**src/rtl/mem_arb_pkg.sv**
```systemverilog
// Shared types and constants for the two-requester memory port arbiter.
package mem_arb_pkg;

    localparam int unsigned REQ_INSTR      = 0;
    localparam int unsigned REQ_DATA       = 1;
    localparam int unsigned NUM_REQ        = 2;

    // Request bundles are carried at the widest supported size and narrowed at the ports
    localparam int unsigned REQ_ADDR_MAX_W = 64;
    localparam int unsigned REQ_DATA_MAX_W = 64;
    localparam int unsigned REQ_BE_MAX_W   = REQ_DATA_MAX_W / 8;

    typedef logic req_id_t;

    typedef struct packed {
        logic [REQ_ADDR_MAX_W-1:0] addr;
        logic                      we;
        logic [REQ_BE_MAX_W-1:0]   be;
        logic [REQ_DATA_MAX_W-1:0] wdata;
    } mem_req_t;

    function automatic logic [NUM_REQ-1:0] id_onehot(input req_id_t id);
        return id ? 2'b10 : 2'b01;
    endfunction

endpackage

```
**src/rtl/mem_port_arbiter_if.sv**
```systemverilog
// Core-side (two requesters) and RAM-side req/gnt/rvalid signals of the arbiter.
interface mem_port_arbiter_if #(
    parameter int unsigned ADDR_WIDTH = 32,
    parameter int unsigned DATA_WIDTH = 32
);
    localparam int unsigned BE_W = DATA_WIDTH / 8;

    logic [1:0]              m_req;
    logic [1:0]              m_gnt;
    logic [1:0]              m_rvalid;
    logic [2*ADDR_WIDTH-1:0] m_addr;
    logic [1:0]              m_we;
    logic [2*BE_W-1:0]       m_be;
    logic [2*DATA_WIDTH-1:0] m_wdata;
    logic [DATA_WIDTH-1:0]   m_rdata;

    logic                    mem_req;
    logic                    mem_gnt;
    logic                    mem_rvalid;
    logic [ADDR_WIDTH-1:0]   mem_addr;
    logic                    mem_we;
    logic [BE_W-1:0]         mem_be;
    logic [DATA_WIDTH-1:0]   mem_wdata;
    logic [DATA_WIDTH-1:0]   mem_rdata;

    // Arbiter view
    modport master (
        input  m_req, m_addr, m_we, m_be, m_wdata,
        input  mem_gnt, mem_rvalid, mem_rdata,
        output m_gnt, m_rvalid, m_rdata,
        output mem_req, mem_addr, mem_we, mem_be, mem_wdata
    );

    // Core + RAM view
    modport slave (
        output m_req, m_addr, m_we, m_be, m_wdata,
        output mem_gnt, mem_rvalid, mem_rdata,
        input  m_gnt, m_rvalid, m_rdata,
        input  mem_req, mem_addr, mem_we, mem_be, mem_wdata
    );

endinterface

```
**src/rtl/mem_arb_tag_fifo.sv**
```systemverilog
// In-order FIFO of owner tags, one entry per outstanding RAM access.
module mem_arb_tag_fifo
    import mem_arb_pkg::*;
#(
    parameter int unsigned DEPTH = 2
) (
    input  logic    clk_i,
    input  logic    rst_i,
    input  logic    push_i,
    input  req_id_t push_id_i,
    input  logic    pop_i,
    output logic    full_o,
    output logic    empty_o,
    output req_id_t head_o
);

    localparam int unsigned PTR_W = (DEPTH > 1) ? $clog2(DEPTH) : 1;
    localparam int unsigned CNT_W = $clog2(DEPTH) + 1;

    req_id_t          mem_q [DEPTH];
    logic [PTR_W-1:0] wr_ptr_q;
    logic [PTR_W-1:0] rd_ptr_q;
    logic [CNT_W-1:0] count_q;
    logic             push_ok;
    logic             pop_ok;

    function automatic logic [PTR_W-1:0] ptr_inc(input logic [PTR_W-1:0] p);
        return (32'(p) == DEPTH - 1) ? '0 : p + PTR_W'(1);
    endfunction

    assign full_o  = (count_q == CNT_W'(DEPTH));
    assign empty_o = (count_q == '0);
    assign head_o  = mem_q[rd_ptr_q];
    assign push_ok = push_i & ~full_o;
    assign pop_ok  = pop_i & ~empty_o;

    // Tag storage needs no reset: count gates every read
    always_ff @(posedge clk_i) begin
        if (push_ok) begin
            mem_q[wr_ptr_q] <= push_id_i;
        end
    end

    always_ff @(posedge clk_i or posedge rst_i) begin
        if (rst_i) begin
            wr_ptr_q <= '0;
            rd_ptr_q <= '0;
            count_q  <= '0;
        end else begin
            if (push_ok) begin
                wr_ptr_q <= ptr_inc(wr_ptr_q);
            end
            if (pop_ok) begin
                rd_ptr_q <= ptr_inc(rd_ptr_q);
            end
            case ({push_ok, pop_ok})
                2'b10:   count_q <= count_q + CNT_W'(1);
                2'b01:   count_q <= count_q - CNT_W'(1);
                default: count_q <= count_q;
            endcase
        end
    end

endmodule

```
**src/rtl/mem_port_arbiter.sv**
```systemverilog
// Round-robin arbiter sharing one sp_ram port between instruction fetch and LSU.
// Optional MEM_PORT_ARBITER_PERF_EN adds grant and conflict counters.
module mem_port_arbiter
    import mem_arb_pkg::*;
#(
    parameter int unsigned ADDR_WIDTH      = 32,
    parameter int unsigned DATA_WIDTH      = 32,
    parameter int unsigned MAX_OUTSTANDING = 2
) (
    input  logic               clk_i,
    input  logic               rst_i,
    mem_port_arbiter_if.master bus,
    output logic               err_o
`ifdef MEM_PORT_ARBITER_PERF_EN
    ,
    output logic [31:0]        perf_gnt_o [2],
    output logic [31:0]        perf_conflict_o
`endif
);

    localparam int unsigned BE_W = DATA_WIDTH / 8;

    mem_req_t    req_c [NUM_REQ];
    mem_req_t    sel_c;
    req_id_t     rr_q;
    req_id_t     winner_c;
    req_id_t     head_tag;
    logic        any_req_c;
    logic        mem_req_c;
    logic        handshake_c;
    logic        pop_c;
    logic        fifo_full;
    logic        fifo_empty;
    logic [1:0]  gnt_c;

    // Unpack the flat requester buses into per-requester bundles
    always_comb begin
        for (int k = 0; k < NUM_REQ; k++) begin
            req_c[k]       = '0;
            req_c[k].addr  = REQ_ADDR_MAX_W'(bus.m_addr[k*ADDR_WIDTH +: ADDR_WIDTH]);
            req_c[k].we    = bus.m_we[k];
            req_c[k].be    = REQ_BE_MAX_W'(bus.m_be[k*BE_W +: BE_W]);
            req_c[k].wdata = REQ_DATA_MAX_W'(bus.m_wdata[k*DATA_WIDTH +: DATA_WIDTH]);
        end
    end

    // Contention goes to whoever was not granted last; rr only moves on a handshake,
    // so a stalled winner keeps the port until it is granted
    always_comb begin
        winner_c = req_id_t'(REQ_INSTR);
        if (bus.m_req[REQ_INSTR] && bus.m_req[REQ_DATA]) begin
            winner_c = ~rr_q;
        end else if (bus.m_req[REQ_DATA]) begin
            winner_c = req_id_t'(REQ_DATA);
        end
    end

    always_comb begin
        sel_c = '0;
        if (any_req_c) begin
            sel_c = winner_c ? req_c[REQ_DATA] : req_c[REQ_INSTR];
        end
    end

    // Full is registered state only, keeping mem_rvalid out of the mem_req path
    assign any_req_c   = |bus.m_req;
    assign mem_req_c   = any_req_c & ~fifo_full & ~rst_i;
    assign handshake_c = mem_req_c & bus.mem_gnt;
    assign gnt_c       = handshake_c ? id_onehot(winner_c) : 2'b00;
    assign pop_c       = bus.mem_rvalid & ~fifo_empty;

    assign bus.mem_req   = mem_req_c;
    assign bus.mem_addr  = ADDR_WIDTH'(sel_c.addr);
    assign bus.mem_we    = sel_c.we;
    assign bus.mem_be    = BE_W'(sel_c.be);
    assign bus.mem_wdata = DATA_WIDTH'(sel_c.wdata);
    assign bus.m_gnt     = gnt_c;
    assign bus.m_rvalid  = pop_c ? id_onehot(head_tag) : 2'b00;
    assign bus.m_rdata   = bus.mem_rdata;

    mem_arb_tag_fifo #(
        .DEPTH     (MAX_OUTSTANDING)
    ) u_tag_fifo (
        .clk_i     (clk_i),
        .rst_i     (rst_i),
        .push_i    (handshake_c),
        .push_id_i (winner_c),
        .pop_i     (pop_c),
        .full_o    (fifo_full),
        .empty_o   (fifo_empty),
        .head_o    (head_tag)
    );

    // Round-robin pointer and sticky orphan-response flag
    always_ff @(posedge clk_i or posedge rst_i) begin
        if (rst_i) begin
            rr_q  <= req_id_t'(REQ_INSTR);
            err_o <= 1'b0;
        end else begin
            if (handshake_c) begin
                rr_q <= winner_c;
            end
            if (bus.mem_rvalid && fifo_empty) begin
                err_o <= 1'b1;
            end
        end
    end

`ifdef MEM_PORT_ARBITER_PERF_EN
    always_ff @(posedge clk_i or posedge rst_i) begin
        if (rst_i) begin
            perf_gnt_o[0]   <= '0;
            perf_gnt_o[1]   <= '0;
            perf_conflict_o <= '0;
        end else begin
            for (int k = 0; k < NUM_REQ; k++) begin
                if (gnt_c[k]) begin
                    perf_gnt_o[k] <= perf_gnt_o[k] + 32'd1;
                end
            end
            if (&bus.m_req) begin
                perf_conflict_o <= perf_conflict_o + 32'd1;
            end
        end
    end
`endif

endmodule

```
**src/flat_wrapper.sv**
```systemverilog
// flat-port wrapper written by rule: the top's interface ports become plain ports
module mem_port_arbiter_flat import mem_arb_pkg::*;
#(
    parameter int unsigned ADDR_WIDTH      = 32,
    parameter int unsigned DATA_WIDTH      = 32,
    parameter int unsigned MAX_OUTSTANDING = 2
)
  (clk_i, rst_i, err_o, bus_m_req, bus_m_addr, bus_m_we, bus_m_be, bus_m_wdata, bus_mem_gnt, bus_mem_rvalid, bus_mem_rdata, bus_m_gnt, bus_m_rvalid, bus_m_rdata, bus_mem_req, bus_mem_addr, bus_mem_we, bus_mem_be, bus_mem_wdata);
  mem_port_arbiter_if #(.ADDR_WIDTH(ADDR_WIDTH), .DATA_WIDTH(DATA_WIDTH)) bus_i ();
  input  logic clk_i;
  input  logic rst_i;
  output logic err_o;
  input wire logic [$bits(bus_i.m_req)-1:0] bus_m_req;
  input wire logic [$bits(bus_i.m_addr)-1:0] bus_m_addr;
  input wire logic [$bits(bus_i.m_we)-1:0] bus_m_we;
  input wire logic [$bits(bus_i.m_be)-1:0] bus_m_be;
  input wire logic [$bits(bus_i.m_wdata)-1:0] bus_m_wdata;
  input wire logic [$bits(bus_i.mem_gnt)-1:0] bus_mem_gnt;
  input wire logic [$bits(bus_i.mem_rvalid)-1:0] bus_mem_rvalid;
  input wire logic [$bits(bus_i.mem_rdata)-1:0] bus_mem_rdata;
  output wire logic [$bits(bus_i.m_gnt)-1:0] bus_m_gnt;
  output wire logic [$bits(bus_i.m_rvalid)-1:0] bus_m_rvalid;
  output wire logic [$bits(bus_i.m_rdata)-1:0] bus_m_rdata;
  output wire logic [$bits(bus_i.mem_req)-1:0] bus_mem_req;
  output wire logic [$bits(bus_i.mem_addr)-1:0] bus_mem_addr;
  output wire logic [$bits(bus_i.mem_we)-1:0] bus_mem_we;
  output wire logic [$bits(bus_i.mem_be)-1:0] bus_mem_be;
  output wire logic [$bits(bus_i.mem_wdata)-1:0] bus_mem_wdata;
  assign bus_i.m_req = bus_m_req;
  assign bus_i.m_addr = bus_m_addr;
  assign bus_i.m_we = bus_m_we;
  assign bus_i.m_be = bus_m_be;
  assign bus_i.m_wdata = bus_m_wdata;
  assign bus_i.mem_gnt = bus_mem_gnt;
  assign bus_i.mem_rvalid = bus_mem_rvalid;
  assign bus_i.mem_rdata = bus_mem_rdata;
  assign bus_m_gnt = bus_i.m_gnt;
  assign bus_m_rvalid = bus_i.m_rvalid;
  assign bus_m_rdata = bus_i.m_rdata;
  assign bus_mem_req = bus_i.mem_req;
  assign bus_mem_addr = bus_i.mem_addr;
  assign bus_mem_we = bus_i.mem_we;
  assign bus_mem_be = bus_i.mem_be;
  assign bus_mem_wdata = bus_i.mem_wdata;
  mem_port_arbiter #(.ADDR_WIDTH(ADDR_WIDTH), .DATA_WIDTH(DATA_WIDTH), .MAX_OUTSTANDING(MAX_OUTSTANDING)) u_core (.clk_i(clk_i), .rst_i(rst_i), .bus(bus_i), .err_o(err_o));
endmodule
```
**config.mk**
```make
export PLATFORM = sky130hd
export DESIGN_NAME = mem_port_arbiter_flat
export DESIGN_NICKNAME = d
export VERILOG_FILES = /design/src/rtl/mem_arb_pkg.sv /design/src/rtl/mem_port_arbiter_if.sv /design/src/rtl/mem_arb_tag_fifo.sv /design/src/rtl/mem_port_arbiter.sv /design/src/flat_wrapper.sv
export SDC_FILE = /design/constraint.sdc
export NUM_CORES = 1
export LEC_CHECK = 0
export ABC_AREA = 1
export ABC_CLOCK_PERIOD_IN_PS = 3000
export CAP_MARGIN = 20
export CORE_AREA = 5 5 106 108
export DETAILED_ROUTE_END_ITERATION = 6
export DIE_AREA = 0 0 111 113
export PLACE_DENSITY = 0.67
export SLEW_MARGIN = 30
export SYNTH_ARGS = -nofsm -noshare
export SYNTH_HDL_FRONTEND = slang
export SYNTH_SLANG_ARGS = --single-unit
```
**constraint.sdc**
```tcl
create_clock -name clk_i -period 3 [get_ports clk_i]
set_clock_uncertainty 0.1 [all_clocks]
set_input_delay 0.3 -clock clk_i [delete_from_list [all_inputs] [get_ports clk_i]]
set_output_delay 0.3 -clock clk_i [all_outputs]
set_load 0.02 [all_outputs]
```
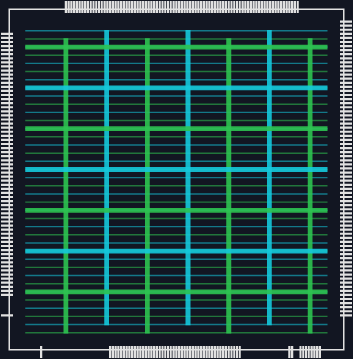
(power grid)
(3 px per um) Pins as bars on the die edge.
| color | net |
|---|---|
| cyan | VDD |
| green | VSS |
signal pins: 283
met1 rails: 38
peak supply drop: 147 uV
die height: 113 um

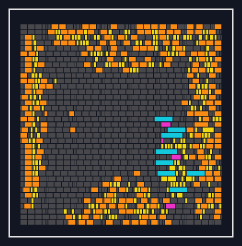
(placement by cell class)
(2 px per um) Fill, decap, tap and diode cells in gray.
| color | class | cells |
|---|---|---|
| magenta | clock drivers and dummy loads | 4 |
| cyan | flops | 8 |
| yellow | all other logic | 245 |
| orange | other buffers and delay cells | 222 |
fin util: 36.7%
core area: 10100 sq um
design area: 3720 sq um
Seq area share: 5.65%

==> changes_impl.md <==
## Implementation

- Outcome: finished clean
- Dominant logic cell type in the layout: clkdlybuf4s50_1
- Finished Layout Cells: 615
- Vias per cell: around 4
- Worst setup path endpoint: bus_mem_addr[12]
- Adder share: 0.745%
- Clock transition at path regs: 0.04 ns
- Max Freq: 372 MHz
- Yosys aoi share: 22.7%
- Cts hold-fix bufs: 0
- Critical path origin: bus_m_req[1]
- P_seq: around 180 uW
- Grt peak-use layer: met2
- YS warnings: 0
- Setup Crit Path Kind: primary input to primary output
- Sw frac: 43.3%
- Post-CTS Setup Bufs: 0
- Share of layout cells above drive strength 1: about 2.1%
- Placed Cells: slightly above 600
- Area leader share: about a third
- Routability cong.: 0.852
- Synthesized flop and latch total: 8
- Gate power share: roughly three quarters
- Main flop type: dfrtp_1
Power figures rest on the tool's default switching activity, not on a simulated workload.
